## src/rtl/mem_stage_if.sv

```systemverilog
// Data-memory bus between the MEM stage (master) and data memory (slave).
// Ready-handshaked: a request completes in the cycle dmem_ready is high.
interface mem_stage_if;
  logic        dmem_req;
  logic        dmem_we;
  logic [31:0] dmem_addr;
  logic [31:0] dmem_wdata;
  logic [31:0] dmem_rdata;
  logic        dmem_ready;

  modport master (
    output dmem_req, dmem_we, dmem_addr, dmem_wdata,
    input  dmem_rdata, dmem_ready
  );

  modport slave (
    input  dmem_req, dmem_we, dmem_addr, dmem_wdata,
    output dmem_rdata, dmem_ready
  );
endinterface

```

## src/rtl/mem_stage.sv

```systemverilog
// MIPS pipeline memory-access stage: EX_MEM -> data memory -> MEM_WB, with wait-state stall.
// Optional MEM_ALIGN_CHECK_EN suppresses word-misaligned accesses and flags them in MEM_WB[70].
module mem_stage (
  input  logic               clk,
  input  logic               rst_n,
  input  logic [104:0]       EX_MEM,
  mem_stage_if.master        dmem,
  output logic               MEM_Stall,
  output logic               MEM_RegWrite,
  output logic [4:0]         MEM_WriteRegister,
  output logic [31:0]        MEM_RegWriteData,
  output logic [70:0]        MEM_WB
);

  typedef enum logic {
    S_IDLE = 1'b0,
    S_WAIT = 1'b1
  } state_t;

  state_t      r_state;
  state_t      w_nextState;
  logic        w_stall;
  logic [70:0] r_memWb;
  logic [70:0] w_memWbNext;

  logic [31:0] w_storeData;
  logic [31:0] w_aluResult;
  logic [4:0]  w_writeReg;
  logic        w_memWrite;
  logic        w_regWrite;
  logic [1:0]  w_memtoReg;
  logic [31:0] w_pcPlus4;
  logic        w_isLoad;
  logic        w_access;
  logic        w_misalign;
  logic        w_req;
  logic [31:0] w_wbData;

  assign w_storeData = EX_MEM[31:0];
  assign w_aluResult = EX_MEM[63:32];
  assign w_writeReg  = EX_MEM[68:64];
  assign w_memWrite  = EX_MEM[69];
  assign w_regWrite  = EX_MEM[70];
  assign w_memtoReg  = EX_MEM[72:71];
  assign w_pcPlus4   = EX_MEM[104:73];

  assign w_isLoad = (w_memtoReg == 2'b01);
  assign w_access = w_memWrite | w_isLoad;

`ifdef MEM_ALIGN_CHECK_EN
  assign w_misalign = w_access & (w_aluResult[1:0] != 2'b00);
`else
  assign w_misalign = 1'b0;
`endif

  // Request is purely combinational; EX_MEM is frozen while stalled so it stays stable.
  assign w_req            = w_access & ~w_misalign;
  assign dmem.dmem_req    = w_req;
  assign dmem.dmem_we     = w_memWrite;
  assign dmem.dmem_addr   = {w_aluResult[31:2], 2'b00};
  assign dmem.dmem_wdata  = w_storeData;

  // Forwarded data for a load is just the address; the hazard unit handles load-use.
  assign MEM_RegWrite      = w_regWrite;
  assign MEM_WriteRegister = w_writeReg;
  assign MEM_RegWriteData  = (w_memtoReg == 2'b10) ? w_pcPlus4 : w_aluResult;

  always_ff @(posedge clk or negedge rst_n) begin
    if (!rst_n) begin
      r_state <= S_IDLE;
    end else begin
      r_state <= w_nextState;
    end
  end

  always_comb begin
    w_nextState = r_state;
    case (r_state)
      S_IDLE: if (w_req && !dmem.dmem_ready) w_nextState = S_WAIT;
      S_WAIT: if (!w_req || dmem.dmem_ready) w_nextState = S_IDLE;
      default: w_nextState = S_IDLE;
    endcase
  end

  always_comb begin
    w_stall = 1'b0;
    case (r_state)
      S_IDLE:  w_stall = w_req & ~dmem.dmem_ready;
      S_WAIT:  w_stall = w_req & ~dmem.dmem_ready;
      default: w_stall = 1'b0;
    endcase
  end

  // An abandoned access must not keep upstream frozen while reset is held.
  assign MEM_Stall = w_stall & rst_n;

  always_comb begin
    w_wbData = w_aluResult;
    case (w_memtoReg)
      2'b01:   w_wbData = dmem.dmem_rdata;
      2'b10:   w_wbData = w_pcPlus4;
      default: w_wbData = w_aluResult;
    endcase
  end

  always_comb begin
    w_memWbNext = '0;
    if (!w_stall) begin
      w_memWbNext = {w_misalign, w_pcPlus4, w_regWrite & ~w_misalign, w_writeReg, w_wbData};
    end
  end

  always_ff @(posedge clk or negedge rst_n) begin
    if (!rst_n) begin
      r_memWb <= '0;
    end else begin
      r_memWb <= w_memWbNext;
    end
  end

  assign MEM_WB = r_memWb;

endmodule

```

## src/flat_wrapper.sv

```systemverilog
// flat-port wrapper written by rule: the top's interface ports become plain ports
module mem_stage_flat 
  (clk, rst_n, EX_MEM, MEM_Stall, MEM_RegWrite, MEM_WriteRegister, MEM_RegWriteData, MEM_WB, dmem_dmem_req, dmem_dmem_we, dmem_dmem_addr, dmem_dmem_wdata, dmem_dmem_rdata, dmem_dmem_ready);
  mem_stage_if dmem_i ();
  input  logic clk;
  input  logic rst_n;
  input  logic [104:0] EX_MEM;
  output logic MEM_Stall;
  output logic MEM_RegWrite;
  output logic [4:0] MEM_WriteRegister;
  output logic [31:0] MEM_RegWriteData;
  output logic [70:0] MEM_WB;
  output wire logic [$bits(dmem_i.dmem_req)-1:0] dmem_dmem_req;
  output wire logic [$bits(dmem_i.dmem_we)-1:0] dmem_dmem_we;
  output wire logic [$bits(dmem_i.dmem_addr)-1:0] dmem_dmem_addr;
  output wire logic [$bits(dmem_i.dmem_wdata)-1:0] dmem_dmem_wdata;
  input wire logic [$bits(dmem_i.dmem_rdata)-1:0] dmem_dmem_rdata;
  input wire logic [$bits(dmem_i.dmem_ready)-1:0] dmem_dmem_ready;
  assign dmem_dmem_req = dmem_i.dmem_req;
  assign dmem_dmem_we = dmem_i.dmem_we;
  assign dmem_dmem_addr = dmem_i.dmem_addr;
  assign dmem_dmem_wdata = dmem_i.dmem_wdata;
  assign dmem_i.dmem_rdata = dmem_dmem_rdata;
  assign dmem_i.dmem_ready = dmem_dmem_ready;
  mem_stage u_core (.clk(clk), .rst_n(rst_n), .EX_MEM(EX_MEM), .dmem(dmem_i), .MEM_Stall(MEM_Stall), .MEM_RegWrite(MEM_RegWrite), .MEM_WriteRegister(MEM_WriteRegister), .MEM_RegWriteData(MEM_RegWriteData), .MEM_WB(MEM_WB));
endmodule
```

## config.mk

```make
export PLATFORM = sky130hd
export DESIGN_NAME = mem_stage_flat
export DESIGN_NICKNAME = d
export VERILOG_FILES = /design/src/rtl/mem_stage_if.sv /design/src/rtl/mem_stage.sv /design/src/flat_wrapper.sv
export SDC_FILE = /design/constraint.sdc
export NUM_CORES = 1
export LEC_CHECK = 0
export CELL_PAD_IN_SITES_DETAIL_PLACEMENT = 1
export CELL_PAD_IN_SITES_GLOBAL_PLACEMENT = 2
export CORE_MARGIN = 4
export CORE_UTILIZATION = 18
export CTS_BUF_LIST = sky130_fd_sc_hd__clkbuf_8
export CTS_CLUSTER_SIZE = 20
export DETAILED_ROUTE_END_ITERATION = 10
export GPL_TIMING_DRIVEN = 1
export PLACE_DENSITY_LB_ADDON = 0.25
export SETUP_SLACK_MARGIN = 0.15
export SLEW_MARGIN = 20
export SYNTH_ARGS = -nofsm -noshare
export SYNTH_HDL_FRONTEND = slang
export SYNTH_SLANG_ARGS = --single-unit
```

## constraint.sdc

```tcl
create_clock -name clk -period 1.2 [get_ports clk]
set_input_delay 0.12 -clock clk [delete_from_list [all_inputs] [get_ports clk]]
set_output_delay 0.12 -clock clk [all_outputs]
set_load 0.03 [all_outputs]
```

==> deck_impl_summary.md <==
Run Summary

GRT
  – Layer carrying the most global-route usage: met2

Finish
  – Final nets: 770
  – Seq area share: 0.200
  – Max reg flops: 70
  – Comb area share: 0.272
  – Antenna cells: 0

Yosys
  – Adders+Majority by Area: 0.00995
  – Top-area cell share: 0.464
  – Area fraction in compound gates: 0.0790
  – # Cells Yosys: 344

Critical path
  – Crit-path cells: buf_8, inv_6, ha_4, buf_12, buf_16, buf_12, mux2_4, buf_6
  – Crit-path most repeated cell: buf_12
  – Kind of critical path: input port to primary output
  – CP peak stage delay: 0.30 ns
  – Critical-path maximum fanout: 5
  – CP startpoint: EX_MEM[71]

Status
  – Failing checks: negative setup slack
  – Status: finished with violations

Power and ir drop
  – Clk network pwr share: 0.230
  – Switching pwr: 2.99 mW

Placed design
  – Placed cell area: 7000 um^2

STA
  – Setup ws final: -0.179 ns
  – Endpoints failing setup: 32

Clock network
  – Root Driver: clkbuf_8
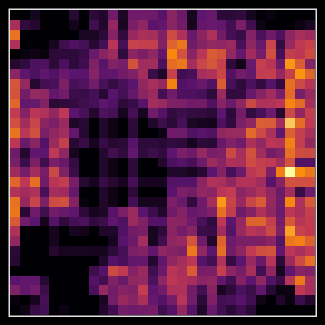
**Above:** routed metal per tile.
Scale: 2 px per um. 31 x 31 tiles, from black (low) to pale yellow (high), scaled to the fullest tile. Values are wire area over tile area, all layers added.
fullest tile = 0.45
emptiest ninth of the die = lower left
densest ninth of the die = middle right
DR WL/cell: 20.2 um
routed wire length: 18300 um
via count: 3638

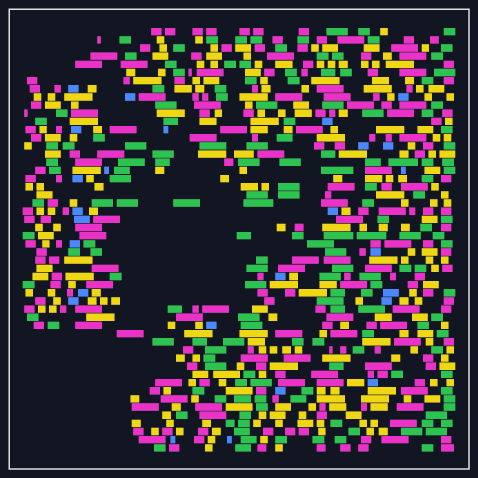
**Above:** cells by drive strength.
Scale: 3 px per um.
x3 and x4 -> yellow  # cells 231, share 37%
x6 and larger -> green  # cells 164, share 26%
x1 and smaller -> magenta  # cells 211, share 33%
x2 -> blue  # cells 26, share 4.1%
Layout area overhead: 132%
Post-Layout Inst Area: 8740 um^2
setup ws final: -0.179 ns
count of non-CTS buffers in the layout: 368

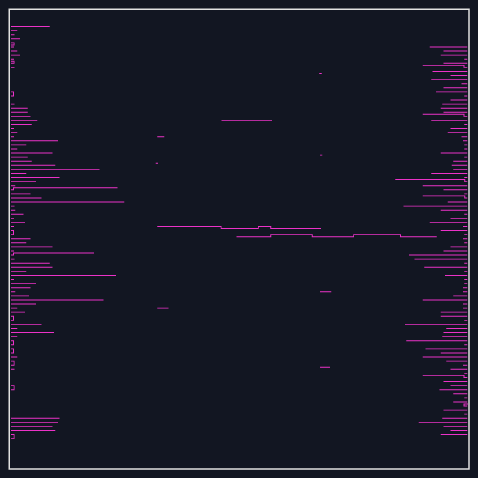
**Above:** the metal 3 layer.
Scale: 3 px per um.
nets with wire on the layer = 167
longest straight run = 37.5 um
wire length on this layer = 1410 um
main direction = horizontal
met3 Track Usage GR: 0.0491

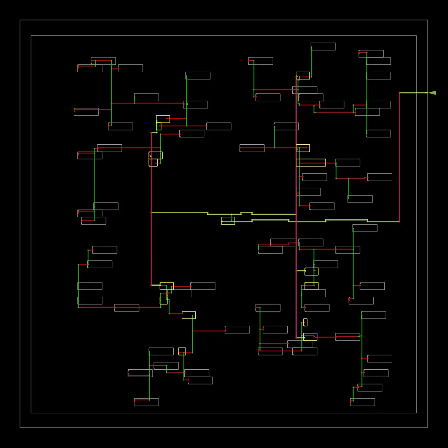
**Above:** clock nets.
Sink Count: 70
Power Clock: 1.99 mW
clk_buf instances: 10
Num CTS Buffers: 9
FFs & Latches: 70

Power figures rest on the tool's default switching activity, not on a simulated workload.
